### src/rtl/light_strip_tx.sv
// WS2812-style single-wire serialiser: one 24-bit colour per valid/ready handshake, MSB first, then a low latch gap.
// Optional build macro LIGHT_GRB_ORDER_EN sends G,R,B (native strip order) instead of R,G,B.
`timescale 1ns/1ps

module light_strip_tx #(
  parameter int T0H    = 40,
  parameter int T1H    = 80,
  parameter int TBIT   = 125,
  parameter int TLATCH = 5000
) (
  input  logic        clk,
  input  logic        rst,
  input  logic [23:0] colour,
  input  logic        colour_valid,
  output logic        colour_ready,
  output logic        dout,
  output logic        busy,
  output logic        frame_done
);

  localparam int CYC_W = (TBIT > 1) ? $clog2(TBIT) : 1;
  localparam int LAT_W = (TLATCH > 1) ? $clog2(TLATCH) : 1;

  localparam logic [CYC_W-1:0] CYC_LAST = CYC_W'(TBIT - 1);
  localparam logic [CYC_W-1:0] HIGH_0   = CYC_W'(T0H);
  localparam logic [CYC_W-1:0] HIGH_1   = CYC_W'(T1H);
  localparam logic [LAT_W-1:0] LAT_LAST = LAT_W'(TLATCH - 1);
  localparam logic [4:0]       BIT_TOP  = 5'd23;

  typedef enum logic [1:0] {
    IDLE  = 2'd0,
    SEND  = 2'd1,
    LATCH = 2'd2
  } state_e;

  state_e           state_q, state_d;
  logic [23:0]      shift_q, shift_d;
  logic [4:0]       bit_q, bit_d;
  logic [CYC_W-1:0] cyc_q, cyc_d;
  logic [LAT_W-1:0] lat_q, lat_d;
  logic             dout_q, dout_d;
  logic             frame_done_q, frame_done_d;

  logic [23:0]      tx_word;
  logic [CYC_W-1:0] cyc_inc;
  logic [CYC_W-1:0] high_time;

`ifdef LIGHT_GRB_ORDER_EN
  assign tx_word = {colour[15:8], colour[23:16], colour[7:0]};
`else
  assign tx_word = colour;
`endif

  assign cyc_inc   = cyc_q + 1'b1;
  assign high_time = shift_q[23] ? HIGH_1 : HIGH_0;

  // dout is computed one cycle ahead so the registered line is high exactly
  // while the running cycle count is below the current bit's high time.
  always_comb begin
    // NOTE: every variable gets a default first so no path can infer a latch.
    state_d      = state_q;
    shift_d      = shift_q;
    bit_d        = bit_q;
    cyc_d        = cyc_q;
    lat_d        = lat_q;
    dout_d       = 1'b0;
    frame_done_d = 1'b0;

    unique case (state_q)
      IDLE: begin
        if (colour_valid) begin
          shift_d = tx_word;
          bit_d   = BIT_TOP;
          cyc_d   = '0;
          dout_d  = 1'b1;
          state_d = SEND;
        end
      end

      SEND: begin
        if (cyc_q == CYC_LAST) begin
          cyc_d = '0;
          if (bit_q != 5'd0) begin
            shift_d = {shift_q[22:0], 1'b0};
            bit_d   = bit_q - 1'b1;
            dout_d  = 1'b1;
          end else begin
            lat_d   = '0;
            state_d = LATCH;
          end
        end else begin
          cyc_d  = cyc_inc;
          dout_d = (cyc_inc < high_time);
        end
      end

      LATCH: begin
        if (lat_q == LAT_LAST) begin
          lat_d        = '0;
          frame_done_d = 1'b1;
          state_d      = IDLE;
        end else begin
          lat_d = lat_q + 1'b1;
        end
      end

      default: state_d = IDLE;
    endcase
  end

  // The asynchronous reset drops dout immediately and abandons any frame in flight.
  always_ff @(posedge clk or negedge rst) begin
    if (!rst) begin
      // NOTE: the shift register is reset along with the control state so a
      // restart never depends on leftover data; it is a register, not a memory.
      state_q      <= IDLE;
      shift_q      <= '0;
      bit_q        <= '0;
      cyc_q        <= '0;
      lat_q        <= '0;
      dout_q       <= 1'b0;
      frame_done_q <= 1'b0;
    end else begin
      // NOTE: non-blocking assignments so every flop samples pre-edge values.
      state_q      <= state_d;
      shift_q      <= shift_d;
      bit_q        <= bit_d;
      cyc_q        <= cyc_d;
      lat_q        <= lat_d;
      dout_q       <= dout_d;
      frame_done_q <= frame_done_d;
    end
  end

  assign dout         = dout_q;
  assign frame_done   = frame_done_q;
  assign colour_ready = (state_q == IDLE);
  assign busy         = (state_q != IDLE);

endmodule

### config.mk
export PLATFORM = sky130hd
export DESIGN_NAME = light_strip_tx
export DESIGN_NICKNAME = d
export VERILOG_FILES = /design/src/rtl/light_strip_tx.sv
export SDC_FILE = /design/constraint.sdc
export NUM_CORES = 1
export LEC_CHECK = 0
export ABC_CLOCK_PERIOD_IN_PS = 3100
export CORE_ASPECT_RATIO = 0.5
export CORE_MARGIN = 4
export CORE_UTILIZATION = 44
export DETAILED_ROUTE_END_ITERATION = 8
export MAX_ROUTING_LAYER = met4
export PLACE_DENSITY = 0.65
export SYNTH_ARGS = -nofsm -noshare
export SYNTH_HDL_FRONTEND = slang
export SYNTH_SLANG_ARGS = --single-unit
### constraint.sdc
create_clock -name clk -period 3.1 [get_ports clk]
set_clock_uncertainty 0.15 [all_clocks]
set_input_delay 0.31 -clock clk [delete_from_list [all_inputs] [get_ports clk]]
set_output_delay 0.31 -clock clk [all_outputs]
set_load 0.01 [all_outputs]
### Clock routing, run 1

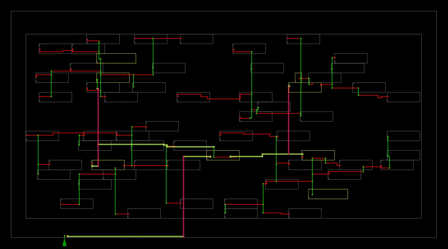
Num CTS Buffers: 5
clock latency at the later pin of the worst-skew pair: 0.29 ns
# clk buffers: 5

### Met1 routing, run 1

Scale: 3 px per um. Supply wires on this layer in grey.
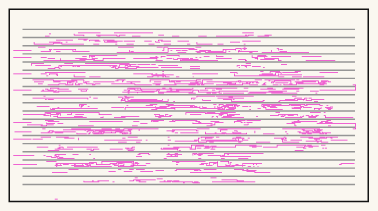
main direction: horizontal
nets with wire on the layer: 320

==> results_slide.txt, run 1 <==
Key Metrics from the Run

Final layout
  – Number of standard cells in the final layout excluding fillers: 392
  – Syn-to-layout area delta: 21.6%
  – Count of inserted antenna diode cells: 0
  – Layout cells sized above 1: 6.49%
  – Register area: 1330 um^2
  – Total number of multi-input combinational cells: 200
  – Nets: 342
  – Share of the core filled with cells: 57.7%
  – Flop share of the area: 40.1%
  – Tally of filler cells in the layout: 501
  – Number of inverters outside the clock class in the layout: 11
  – Clock distribution area overhead in the final layout: 5.75%
  – Fraction of standard cell area in multi-input logic: 39.3%
  – Non-clock buffer total of the final layout: 36
  – Number of sequential storage elements: 53
  – Dominant kind of cell: sequential cells
  – Data-path buffer share of cell area in the final layout: 10.4%

Worst setup path
  – Worst Path Max Fanout: 20
  – Setup crit start kind: flop
  – Slowest stage delay, CP: 0.62 ns
  – Crit path capture type: flop
  – Data required time at the worst endpoint: 3.16 ns
  – Type of the worst setup path: flop to flop
  – Critical path, cell by cell: inv_1 -> ha_1 -> nor4b_4 -> a41oi_2 -> or4_1 -> a21oi_1
  – Cell with the biggest individual delay on the critical path: sky130_fd_sc_hd__or4_1
  – Critical path arrival: 2.54 ns
  – Critical path buffers and inverters: 1
  – Family with the most delay on the worst path: simple AND/OR/NAND/NOR gates

Placement
  – Post-DP HPWL: 3930 um
  – Cell count after placement: 383
  – Final Wtd Congestion: 0.788

Logic synthesis
  – Area share of the largest cell type after synthesis: 48.8%
  – Synth area leader: sky130_fd_sc_hd__dfrtp_1
  – Sequential element share of the synthesized area: 48.8%
  – Yosys-reported design area after synthesis: 2720 um^2
  – Mapped Avg Cell Area: 9.85 um^2
  – Number of instances in the synthesized netlist: 276
  – Largest cells by area after synthesis: sky130_fd_sc_hd__dfrtp_1, sky130_fd_sc_hd__mux2i_1, sky130_fd_sc_hd__a21oi_1
  – Yosys stat cell total: 276
  – Netlist cell types: 40
  – Post-synthesis cell area: 2720 um^2
  – Net count entering floorplan: 311
  – Warnings from Yosys: 0

STA
  – Slew of the pin with the lowest slew margin: 0.845 ns
  – Final setup violating endpoints: 0
  – Setup Total Neg Slack: 0 ns
  – Post-layout minimum cycle time: 2.48 ns
  – RSZ-0062 raised after global routing: false
  – Final count of hold timing violations: 0
  – Final clock period utilization by the worst path: 79.9%
  – Maximum clock rate: 404 MHz
  – Final count of pins violating max slew: 0

Global routing
  – Total grt overflow: 0
  – All-Layer GR Usage: 16.5%
  – Via count of the first global-routing pass: 2161
  – Maximum number of pins on one net before global-route repair: 34
  – First-pass GRT wire length: 10000 um

Drt
  – Via density per instance: 5.40
  – Routed Wire Length: 5560 um
  – Total number of vias: 2116
  – First-pass iteration count of the detailed router: 4
  – Routed length per placed instance: 14.2 um
  – DRC marker count from the first detailed-route iteration: 122
  – DR WL met3: 188 um
  – Highest routed layer: met4
  – DRT antenna net count: 0
  – Met1 Wirelength: 2750 um

Run status
  – Run status: finished, final reports clean

Pwr
  – Power per cell area: 584 nW/um^2
  – Highest ir drop seen on vdd: 344 uV
  – Reported leakage power: 1.53 nW

CTS
  – Resized cells post-CTS: 0
  – Setup Buffers After CTS: 0
  – Clk sink count: 53
  – Hold buffer count at CTS: 1
  – Maximum buffer depth of the clock tree: 2
  – CTS tree: yes
  – Clock input transition at the sequential cells of the worst setup and hold paths: 0.07 ns

Floorplanning
  – Init Core Util: 47.5%
  – Standard-cell rows: 19
  – Core box area: 5730 um^2
  – Number of well-tap cells placed: 84
  – Floorplan die width: 119 um

Flow run
  – Number of violations of the max-capacitance limit: 0

Worst hold path
  – Class of the most critical hold timing path: flop to flop
### Cell density map, run 1

Scale: 4 px per um. The die is cut into 12 by 6 equal tiles; white is low, dark blue is high, 0 to 100% covered.
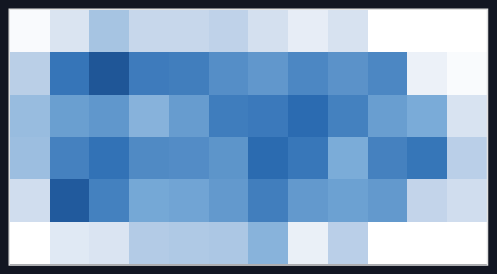
nearly empty tiles: 9.7%
emptiest ninth of the die: upper right
tiles over 75% full: 5.6%
densest ninth of the die: centre

### Clock distribution, run 1

Scale: 4 px per um.
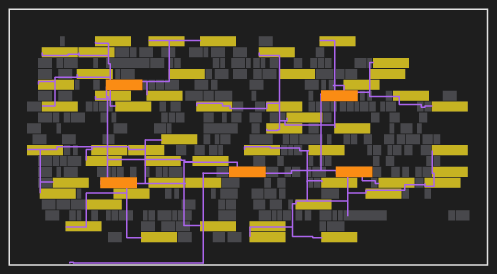
legend:
  yellow:
    item: flip-flops
    count: 53
  purple:
    item: clock wires
    length: 692 um
  orange:
    item: clock-net drivers
    count: 5
routed clock nets: 6
flops lie: spread over the die
Clk network pwr share: 37.0%
Clk power: 0.000714 W

[run 1: kinds of logic (layout without fill, tap and decap cells)]
family,Yosys count,count (layout),share of synthesized area [%]
xor gates and xnor gates,5,5,1.61
adders and majority gates,8,8,3.68
AOI/OAI and AO/OA,72,72,15.5
DFF,53,53,48.8
buffers and inverters,23,55,3.68
muxes,24,24,8.84
and+or+nand+nor,91,91,17.9
[run 1: per-stage QoR]
step	worst slack, ns	instance area [um^2]	hold WS, ns
finish	0.623	3310	0.378
global route	0.390	3310	0.412
CTS	0.631	3310	0.384
detailed placement	0.637	3110	0.196
global placement	0.730	3110	0.197
floorplan	1.05	2720	-0.136
[run 1: state kept, by name, indices dropped and copies added (netlist names)]
signal      cells
dout            1
cyc_q           7
shift_q        24
state_q         2
lat_q          13
bit_q           5
frame_done      1
[run 1: metal layers]
| metal | vias to the layer above | track usage (%) |
|---|---|---|
| li1 | 1060 | - |
| met1 | 1010 | 21.2 |
| met2 | 39 | 26.6 |
| met3 | 7 | 3.49 |
| met4 | 0 | 4.47 |
| met5 | - | - |
[run 1: cells in the mapped netlist (all sizes together)]
| cell type | number |
|---|---|
| or4 | 5 |
| o2111ai | 1 |
| nor3 | 2 |
| o22ai | 1 |
| nor4b | 2 |
| a31o | 1 |
| o31ai | 3 |
| xnor2 | 4 |
| nand2b | 2 |
| a31oi | 2 |
| a21o | 1 |
| dfrtp | 53 |
| a22o | 4 |
| ha | 8 |
| o21ai | 14 |
| mux2i | 24 |
| buf | 6 |
| a32o | 1 |
| xor2 | 1 |
| nor2 | 29 |
| nor2b | 3 |
| and2 | 3 |
| inv | 11 |
| nand4 | 5 |
| clkbuf | 6 |
| nand2 | 14 |
| o41ai | 1 |
| nand3 | 8 |
| and4 | 2 |
| or3 | 9 |
| o21a | 1 |
| a41oi | 1 |
| or3b | 1 |
| or2 | 1 |
| and3 | 4 |
| a21oi | 40 |
| or4b | 1 |
| o21bai | 1 |
[run 1: path summary, 6_finish.rpt]
| check | from | endpoint | slack [ns] | depth (start not counted) |
|---|---|---|---|---|
| hold / removal | shift_q[17] | shift_q[17] | 0.38 | 2 |
| setup / recovery | bit_q[0] | lat_q[5] | 0.62 | 6 |
| max in group asynchronous | rst | shift_q[3] | 1.76 | 3 |
| setup reg to reg | bit_q[0] | lat_q[5] | 0.62 | 6 |
| hold reg to reg | shift_q[17] | shift_q[17] | 0.38 | 2 |
| min in group asynchronous | rst | lat_q[10] | 0.40 | 2 |
[run 1: cell usage in the layout (no fill, tap or decap), drive strengths merged, types with 2 or more instances in the layout]
master,Yosys,layout
and3,4,4
a21oi,40,40
ha,8,8
buf,6,6
and4,2,2
nor2b,3,3
nand3,8,8
and2,3,3
a31oi,2,2
nor3,2,2
nand2,14,14
nor4b,2,2
or4,5,5
clkdlybuf4s50,0,29
o21ai,14,14
clkbuf,6,5
nand4,5,5
a22o,4,4
bufinv,0,2
mux2i,24,24
or3,9,9
nor2,29,29
o31ai,3,3
inv,11,11
xnor2,4,4
dfrtp,53,53
nand2b,2,2
[run 1: where the power goes]
part           internal (W)  switching (W)  total [W]
Combinational      0.000185       0.000152   0.000338
Clock              0.000461       0.000253   0.000714
Sequential         0.000788      0.0000898   0.000878
==> inputs of run 2 (changes only) <==
- ABC_CLOCK_PERIOD_IN_PS: 3100 -> 2200
- PLACE_DENSITY: 0.65 -> 0.68
- clock period: 3.1 -> 2.2 ns (I/O delays scaled with it)
### Clock routing, run 2

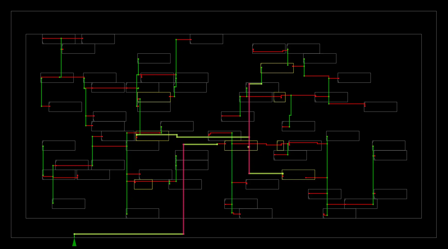
# clk buffers: 6
Clk power: 0.000795 W
clk sink count: 53

### Met3 routing, run 2

Scale: 4 px per um.
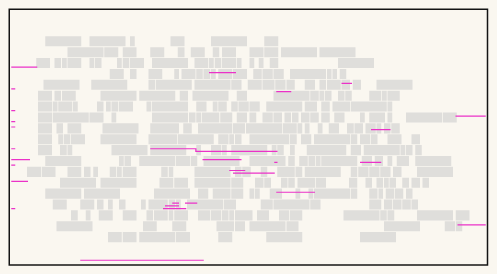
longest straight run: 30.6 um
main direction: horizontal
nets with wire on the layer: 24

==> results_slide.txt, run 2 <==
Key Metrics from the Run

Run status
  – Run status: finished, final reports clean (unchanged)

Pwr
  – Power per cell area: 737 nW/um^2 (was 584 nW/um^2)
  – Reported leakage power: 1.60 nW (was 1.53 nW)
  – Highest ir drop seen on vdd: 351 uV (was 344 uV)

Drt
  – DR WL met3: 163 um (was 188 um)
  – Highest routed layer: met4 (unchanged)
  – Routed Wire Length: 5630 um (was 5560 um)
  – First-pass iteration count of the detailed router: 4 (unchanged)
  – DRC marker count from the first detailed-route iteration: 76 (was 122)
  – Met1 Wirelength: 2660 um (was 2750 um)
  – Routed length per placed instance: 13.7 um (was 14.2 um)
  – Via density per instance: 5.38 (was 5.40)
  – DRT antenna net count: 0 (unchanged)

Final layout
  – Largest registers ranked by flip-flop count: shift_q (24), lat_q (13), cyc_q (7) (unchanged)
  – Layout cells sized above 1: 12.9% (was 6.49%)
  – Most frequent logic cell in the layout: sky130_fd_sc_hd__dfrtp_1 (unchanged)
  – Nets: 360 (was 342)
  – Tally of filler cells in the layout: 482 (was 501)
  – Largest register by flop count: shift_q (unchanged)
  – Number of flip-flops in the largest register: 24 (unchanged)
  – Most used cells in the layout excluding fill and tap cells: sky130_fd_sc_hd__dfrtp_1, sky130_fd_sc_hd__a21oi_1, sky130_fd_sc_hd__nor2_1, sky130_fd_sc_hd__clkdlybuf4s50_1, sky130_fd_sc_hd__mux2i_1 (unchanged)
  – Syn-to-layout area delta: 27.6% (was 21.6%)
  – Count of inserted antenna diode cells: 0 (unchanged)

CTS
  – Clock latency at the later pin of the worst-skew pair: 0.29 ns (about the same)
  – CTS tree: yes (unchanged)
  – Maximum buffer depth of the clock tree: 2 (unchanged)
  – Clock input transition at the sequential cells of the worst setup and hold paths: 0.07 ns (about the same)
  – Num CTS Buffers: 5 (unchanged)

Logic synthesis
  – Synth area leader: sky130_fd_sc_hd__dfrtp_1 (unchanged)
  – Largest cells by area after synthesis: sky130_fd_sc_hd__dfrtp_1, sky130_fd_sc_hd__mux2i_1, sky130_fd_sc_hd__a21oi_1 (unchanged)
  – Sequential element share of the synthesized area: 48.8% (unchanged)
  – Yosys stat cell total: 276 (unchanged)
  – Count of flip-flops with a built-in enable after synthesis: 0 (unchanged)
  – Post-synth top cells: sky130_fd_sc_hd__dfrtp_1, sky130_fd_sc_hd__a21oi_1, sky130_fd_sc_hd__nor2_1 (unchanged)
  – Main synth FF type: sky130_fd_sc_hd__dfrtp_1 (unchanged)
  – Async set-reset flop share out of synthesis: 100% (unchanged)
  – Mapped Avg Cell Area: 9.85 um^2 (unchanged)
  – Yosys-reported design area after synthesis: 2720 um^2 (unchanged)
  – Area share of the largest cell type after synthesis: 48.8% (unchanged)
  – Dominant cell by count in the synthesized netlist: sky130_fd_sc_hd__dfrtp_1 (unchanged)
  – Number of instances in the synthesized netlist: 276 (unchanged)
  – Netlist cell types: 40 (unchanged)
  – Post-synthesis cell area: 2720 um^2 (unchanged)
  – Net count entering floorplan: 311 (unchanged)

Worst setup path
  – RR Endpoint: bit_q[2] (was lat_q[5])
  – Cell with the biggest individual delay on the critical path: sky130_fd_sc_hd__dfrtp_1 (was sky130_fd_sc_hd__or4_1)
  – Data required time at the worst endpoint: 2.22 ns (was 3.16 ns)
  – R2R setup slack: 0.06 ns (was 0.62 ns)
  – Type of the worst setup path: flop to flop (unchanged)
  – Critical path, cell by cell: inv_2 -> ha_4 -> nor4b_4 -> buf_4 -> o41ai_4 -> buf_4 -> buf_12 -> a21oi_1 -> o21ai_1 (was inv_1 -> ha_1 -> nor4b_4 -> a41oi_2 -> or4_1 -> a21oi_1)
  – Number of cells on the worst reg-to-reg path: 9 (was 6)
  – Slowest stage delay, CP: 0.41 ns (was 0.62 ns)
  – Critical path arrival: 2.15 ns (was 2.54 ns)
  – Most prevalent standard cell on the critical path: sky130_fd_sc_hd__buf_4
  – Family with the most delay on the worst path: buffers and inverters (was simple AND/OR/NAND/NOR gates)
  – Setup crit start kind: flop (unchanged)
  – Critical register-to-register path startpoint: bit_q[1] (was bit_q[0])
  – Crit path capture type: flop (unchanged)

Floorplanning
  – Standard-cell rows: 19 (unchanged)
  – Init Core Util: 47.5% (unchanged)
  – Floorplan die width: 119 um (unchanged)
  – Core box area: 5730 um^2 (unchanged)
  – Vertical die dimension: 63.6 um (unchanged)

Flow run
  – Number of violations of the max-capacitance limit: 0 (unchanged)

STA
  – Setup Total Neg Slack: 0 ns (unchanged)
  – Slew of the pin with the lowest slew margin: 0.667 ns (was 0.845 ns)
  – Maximum clock rate: 468 MHz (was 404 MHz)
  – Final count of hold timing violations: 0 (unchanged)
  – Post-layout minimum cycle time: 2.14 ns (was 2.48 ns)
  – Final setup violating endpoints: 0 (unchanged)

Global routing
  – Via count of the first global-routing pass: 2200 (was 2161)
  – Maximum number of pins on one net before global-route repair: 54 (was 34)
  – All-Layer GR Usage: 15.9% (was 16.5%)
  – First-pass GRT wire length: 9830 um (was 10000 um)

Worst hold path
  – Hold EP: shift_q[0] (was shift_q[17])
  – Class of the most critical hold timing path: input port to flop (was flop to flop)
  – Launch point of the worst hold path: colour[0] (was shift_q[17])

Placement
  – Post-DP HPWL: 3800 um (was 3930 um)
  – Final Wtd Congestion: 0.803 (was 0.788)
## run 2: cell counts after synthesis
Identical to the previous run, type by type.
## run 2: per-layer routing
metal,vias up,track usage [%]
li1,1087,-
met1,1075,20.4
met2,38,26.2
met3,6,3.49
met4,0,3.46
met5,-,-
## run 2: per-stage QoR
step | instances | instance area, um^2 | setup WS, ns | util [%] | hold slack, ns
2_1_floorplan | 276 | 2720 | 0.150 | - | -0.226
3_3_place_gp | 392 | 3200 | 0.0690 | 55.8 | 0.234
3_5_place_dp | 392 | 3200 | -0.0292 | 55.8 | 0.239
4_1_cts | 406 | 3420 | 0.00262 | 59.8 | 0.350
5_1_grt | 410 | 3470 | -0.0222 | 60.5 | 0.379
6_report | 410 | 3470 | 0.0630 | 60.5 | 0.355
## run 2: kinds of logic after synthesis
group	Yosys count	synth area share, %
compound gates	72	15.5
xor+xnor	5	1.61
fa+ha+maj	8	3.68
buf+inv	23	3.68
flops	53	48.8
mux	24	8.84
simple gates	91	17.9
## run 2: layout make-up
class                   count  area [um^2]  share of cell area [%]
multi-input cells         200         1340                    38.6
inverters                  11         41.3                    1.19
clock inverters             2         13.8                   0.397
clock buffers               6          139                    4.00
repair buffers             54          504                    14.5
well taps                  84          105                    3.03
flip-flops and latches     53         1330                    38.2
## run 2: worst max-delay path by stage
stage	startpoint	end	slack, ns	cells after the start
finish	bit_q[1]	bit_q[2]	0.06	9
global placement	bit_q[1]	lat_q[12]	0.07	7
floorplan	bit_q[0]	lat_q[11]	0.15	7
detailed placement	bit_q[0]	bit_q[2]	-0.03	7
global route	bit_q[1]	lat_q[6]	-0.02	8
CTS	bit_q[1]	lat_q[6]	0.003	7
## run 2: tightest hold or removal path, cell delays in order
cell and delay (ns):
sky130_fd_sc_hd__clkdlybuf4s50_1 0.40, sky130_fd_sc_hd__nand2_1 0.06, sky130_fd_sc_hd__o21ai_0 0.07
## run 2: report_power, final
part	switching (W)	internal [W]
registers	0.000117	0.00111
logic	0.000243	0.000291
clock network	0.000342	0.000453
## run 2: timing repair
item                       in CTS  in global routing
hold buffers                    1                  0
buffers inserted                4                  4
pin swaps                      16                  2
setup endpoints to repair       9                 10
cloned                          1                  0
resized                         6                  4
hold endpoints to repair       53                  0
==> inputs of run 3 (changes only) <==
- SKIP_LAST_GASP: default -> 1
- SLEW_MARGIN: default -> 40
### Met1 routing, run 3

Scale: 3 px per um. Supply wires on this layer in grey.
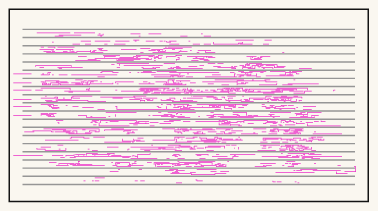
share of all routed wire: 47%
wire length on this layer: 2660 um
main direction: horizontal
longest straight run: 25.8 um

### Cell density map, run 3

Scale: 4 px per um. The die is cut into 12 by 6 equal tiles; white is low, dark blue is high, 0 to 100% covered.
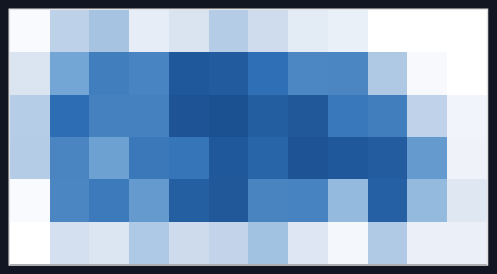
densest ninth of the die: centre
emptiest ninth of the die: upper right
fullest tile: 87%
tiles over 75% full: 21%
mean over tiles: 44%

==> results_slide.txt, run 3 <==
Key Metrics from the Run

Run status
  – Run status: finished, final reports clean (unchanged)

CTS
  – H-tree Lvls: 2 (unchanged)
  – Maximum buffer depth of the clock tree: 2 (unchanged)
  – Clock input transition at the sequential cells of the worst setup and hold paths: 0.07 ns (about the same)
  – Num CTS Buffers: 5 (unchanged)
  – Clk sink count: 53 (unchanged)
  – Master cell of the clock root buffer: sky130_fd_sc_hd__clkbuf_16 (unchanged)
  – CTS tree: yes (unchanged)
  – Clock latency at the later pin of the worst-skew pair: 0.29 ns (about the same)

Logic synthesis
  – Count of flip-flops with a built-in enable after synthesis: 0 (unchanged)
  – Netlist cell types: 40 (unchanged)
  – Post-synthesis cell area: 2720 um^2 (unchanged)
  – Yosys stat cell total: 276 (unchanged)
  – Net count entering floorplan: 311 (unchanged)
  – Yosys-reported design area after synthesis: 2720 um^2 (unchanged)
  – Mapped Avg Cell Area: 9.85 um^2 (unchanged)
  – Largest cells by area after synthesis: sky130_fd_sc_hd__dfrtp_1, sky130_fd_sc_hd__mux2i_1, sky130_fd_sc_hd__a21oi_1 (unchanged)
  – Main synth FF type: sky130_fd_sc_hd__dfrtp_1 (unchanged)
  – Area share of the largest cell type after synthesis: 48.8% (unchanged)
  – Dominant cell by count in the synthesized netlist: sky130_fd_sc_hd__dfrtp_1 (unchanged)
  – Async set-reset flop share out of synthesis: 100% (unchanged)
  – Number of instances in the synthesized netlist: 276 (unchanged)
  – Warnings from Yosys: 0 (unchanged)
  – Register bit count reported by yosys: 53 (unchanged)
  – Post-synth top cells: sky130_fd_sc_hd__dfrtp_1, sky130_fd_sc_hd__a21oi_1, sky130_fd_sc_hd__nor2_1 (unchanged)
  – Sequential element share of the synthesized area: 48.8% (unchanged)
  – Synth area leader: sky130_fd_sc_hd__dfrtp_1 (unchanged)

STA
  – Post-layout minimum cycle time: 2.15 ns (was 2.14 ns)
  – Setup Total Neg Slack: 0 ns (unchanged)
  – Final setup violating endpoints: 0 (unchanged)
  – Final clock period utilization by the worst path: 97.9% (was 97.1%)
  – Slew of the pin with the lowest slew margin: 0.667 ns (about the same)
  – Final count of hold timing violations: 0 (unchanged)
  – Remaining max-slew budget at the tightest pin: 55.6% (was 55.5%)
  – RSZ-0062 raised after global routing: true
  – Maximum clock rate: 464 MHz (was 468 MHz)
  – Final count of pins violating max slew: 0 (unchanged)

Placement
  – Final Wtd Congestion: 0.803 (unchanged)
  – Post-DP HPWL: 3800 um (unchanged)
  – Area post-placement: 3200 um^2 (unchanged)
  – Cell count after placement: 392 (unchanged)
  – Input/output buffers: 30 (unchanged)

Global routing
  – Total grt overflow: 0 (unchanged)
  – Antenna violations before repair: 0 (unchanged)
  – First-pass GRT wire length: 9830 um (unchanged)
  – Maximum number of pins on one net before global-route repair: 54 (unchanged)
  – All-Layer GR Usage: 15.9% (unchanged)
  – Via count of the first global-routing pass: 2202 (was 2200)

Floorplanning
  – Standard-cell rows: 19 (unchanged)
  – Area enclosed by the die boundary: 7580 um^2 (unchanged)
  – Init Core Util: 47.5% (unchanged)
  – I/O Pins: 31 (unchanged)
  – Vertical die dimension: 63.6 um (unchanged)
  – Floorplan die width: 119 um (unchanged)
  – Core box area: 5730 um^2 (unchanged)

Drt
  – DRT antenna net count: 0 (unchanged)
  – Total number of vias: 2201 (was 2206)
  – Drt drc: 0 (unchanged)
  – Routed length per placed instance: 13.7 um (about the same)
  – First-pass iteration count of the detailed router: 4 (unchanged)
  – Routed Wire Length: 5620 um (was 5630 um)
  – Via density per instance: 5.37 (was 5.38)
  – DRC marker count from the first detailed-route iteration: 82 (was 76)

Final layout
  – Nets: 360 (unchanged)
  – Count of inserted antenna diode cells: 0 (unchanged)
  – Most used cells in the layout excluding fill and tap cells: sky130_fd_sc_hd__dfrtp_1, sky130_fd_sc_hd__a21oi_1, sky130_fd_sc_hd__nor2_1, sky130_fd_sc_hd__clkdlybuf4s50_1, sky130_fd_sc_hd__mux2i_1 (unchanged)
  – Largest register by flop count: shift_q (unchanged)
  – Number of flip-flops in the largest register: 24 (unchanged)
  – Post-route cell area: 3470 um^2 (unchanged)
  – Share of the core filled with cells: 60.5% (unchanged)
  – Tally of filler cells in the layout: 482 (unchanged)
  – Number of standard cells in the final layout excluding fillers: 410 (unchanged)
  – Largest registers ranked by flip-flop count: shift_q (24), lat_q (13), cyc_q (7) (unchanged)
  – Most frequent logic cell in the layout: sky130_fd_sc_hd__dfrtp_1 (unchanged)
  – Layout cells sized above 1: 12.9% (unchanged)
  – Syn-to-layout area delta: 27.6% (unchanged)

Pwr
  – Sw power: 0.000701 W (was 0.000702 W)
  – Highest ir drop seen on vdd: 351 uV (about the same)
  – Seq pwr share: 48.0% (about the same)
  – Reported leakage power: 1.60 nW (unchanged)
  – Overall power: 0.00255 W (was 0.00256 W)
  – Power per cell area: 737 nW/um^2 (about the same)
  – Switching Share: 27.4% (was 27.5%)
  – Proportion of power drawn by combinational gates: 20.9% (about the same)
  – Cell Int Power: 0.00185 W (about the same)
  – Clk network pwr share: 31.1% (about the same)

Worst setup path
  – Type of the worst setup path: flop to flop (unchanged)
  – Data required time at the worst endpoint: 2.27 ns (was 2.22 ns)
  – Worst Path Max Fanout: 7 (was 30)
  – Crit path to: lat_q[6] (was bit_q[2])
  – Number of cells on the worst reg-to-reg path: 7 (was 9)
  – Critical register-to-register path startpoint: bit_q[1] (unchanged)
  – RR Endpoint: lat_q[6] (was bit_q[2])
  – R2R setup slack: 0.05 ns (was 0.06 ns)
  – Startpoint of the most critical setup path: bit_q[1] (unchanged)
  – Setup crit start kind: flop (unchanged)
  – Crit path capture type: flop (unchanged)
  – Critical path arrival: 2.23 ns (was 2.15 ns)

Flow run
  – Tally of OpenROAD warnings: 30 (was 28)
  – Number of violations of the max-capacitance limit: 0 (unchanged)

Worst hold path
  – Class of the most critical hold timing path: input port to flop (unchanged)
[run 3: cell counts in the layout (fill, tap and decap cells not counted)]
No cell type changed its count.
[run 3: repair_timing]
action                     4_1_cts  5_1_grt
pin swaps                       12        2
setup endpoints to repair        9       10
hold buffers                     1        0
hold endpoints to repair        53        0
buffers inserted                 4        4
gates resized                    6        4
cloned                           1        0
[run 3: metrics by stage]
stage	worst slack [ns]	hold WS [ns]
6_report	0.0451	0.355
2_1_floorplan	0.150	-0.226
3_3_place_gp	0.0690	0.234
4_1_cts	-0.0495	0.350
5_1_grt	-0.0508	0.379
3_5_place_dp	-0.0292	0.239
[run 3: kinds of logic (layout without fill, tap and decap cells)]
logic type	count (synthesis)	after routing	synth area share, %
xor+xnor	5	5	1.61
fa+ha+maj	8	8	3.68
compound gates	72	72	15.5
simple gates	91	91	17.9
mux	24	24	8.84
buf+inv	23	73	3.68
flops	53	53	48.8
[run 3: cell type report]
type	count	area, um^2	area share (%)
Sequential cell	53	1330	38.2
Tap cell	84	105	3.03
Timing Repair Buffer	54	504	14.5
Clock inverter	2	13.8	0.397
Multi-Input combinational cell	200	1340	38.6
Inverter	11	41.3	1.19
Clock buffer	6	139	4.00
[run 3: worst min path at each step]
| stage | end | startpoint | slack, ns | depth (start not counted) |
|---|---|---|---|---|
| CTS | shift_q[0] | colour[0] | 0.35 | 3 |
| floorplan | bit_q[0] | rst | -0.23 | 0 |
| finish | shift_q[0] | colour[0] | 0.36 | 3 |
| detailed placement | lat_q[9] | rst | 0.24 | 2 |
| global route | shift_q[0] | colour[0] | 0.38 | 3 |
| global placement | lat_q[10] | rst | 0.23 | 2 |
[run 3: power by group through the flow]
| stage | sequential, W | combinational (W) | clock [W] |
|---|---|---|---|
| floorplan | 0.00123 | 0.000333 | 0 |
| CTS | 0.00122 | 0.000531 | 0.000818 |
| global placement | 0.00124 | 0.000492 | 0 |
| global route | 0.00125 | 0.000609 | 0.000862 |
| detailed placement | 0.00124 | 0.000514 | 0 |
| finish | 0.00123 | 0.000533 | 0.000795 |
[run 3: critical path, stage by stage (launching register included)]
cell                      delay, ns
sky130_fd_sc_hd__dfrtp_1       0.41
sky130_fd_sc_hd__inv_2         0.09
sky130_fd_sc_hd__ha_4          0.13
sky130_fd_sc_hd__nor4b_4       0.38
sky130_fd_sc_hd__a41oi_4       0.23
sky130_fd_sc_hd__buf_4         0.20
sky130_fd_sc_hd__or3_1         0.36
sky130_fd_sc_hd__a21oi_2       0.14
[run 3: routing by layer]
metal	up-vias	routed length [um]	global-route usage, %
li1	1087	-	-
met1	1067	2660	20.4
met5	-	0	-
met4	0	50	3.46
met3	6	177	3.49
met2	41	2730	26.2
No activity file was given, so power comes from the tool's default toggle rates.
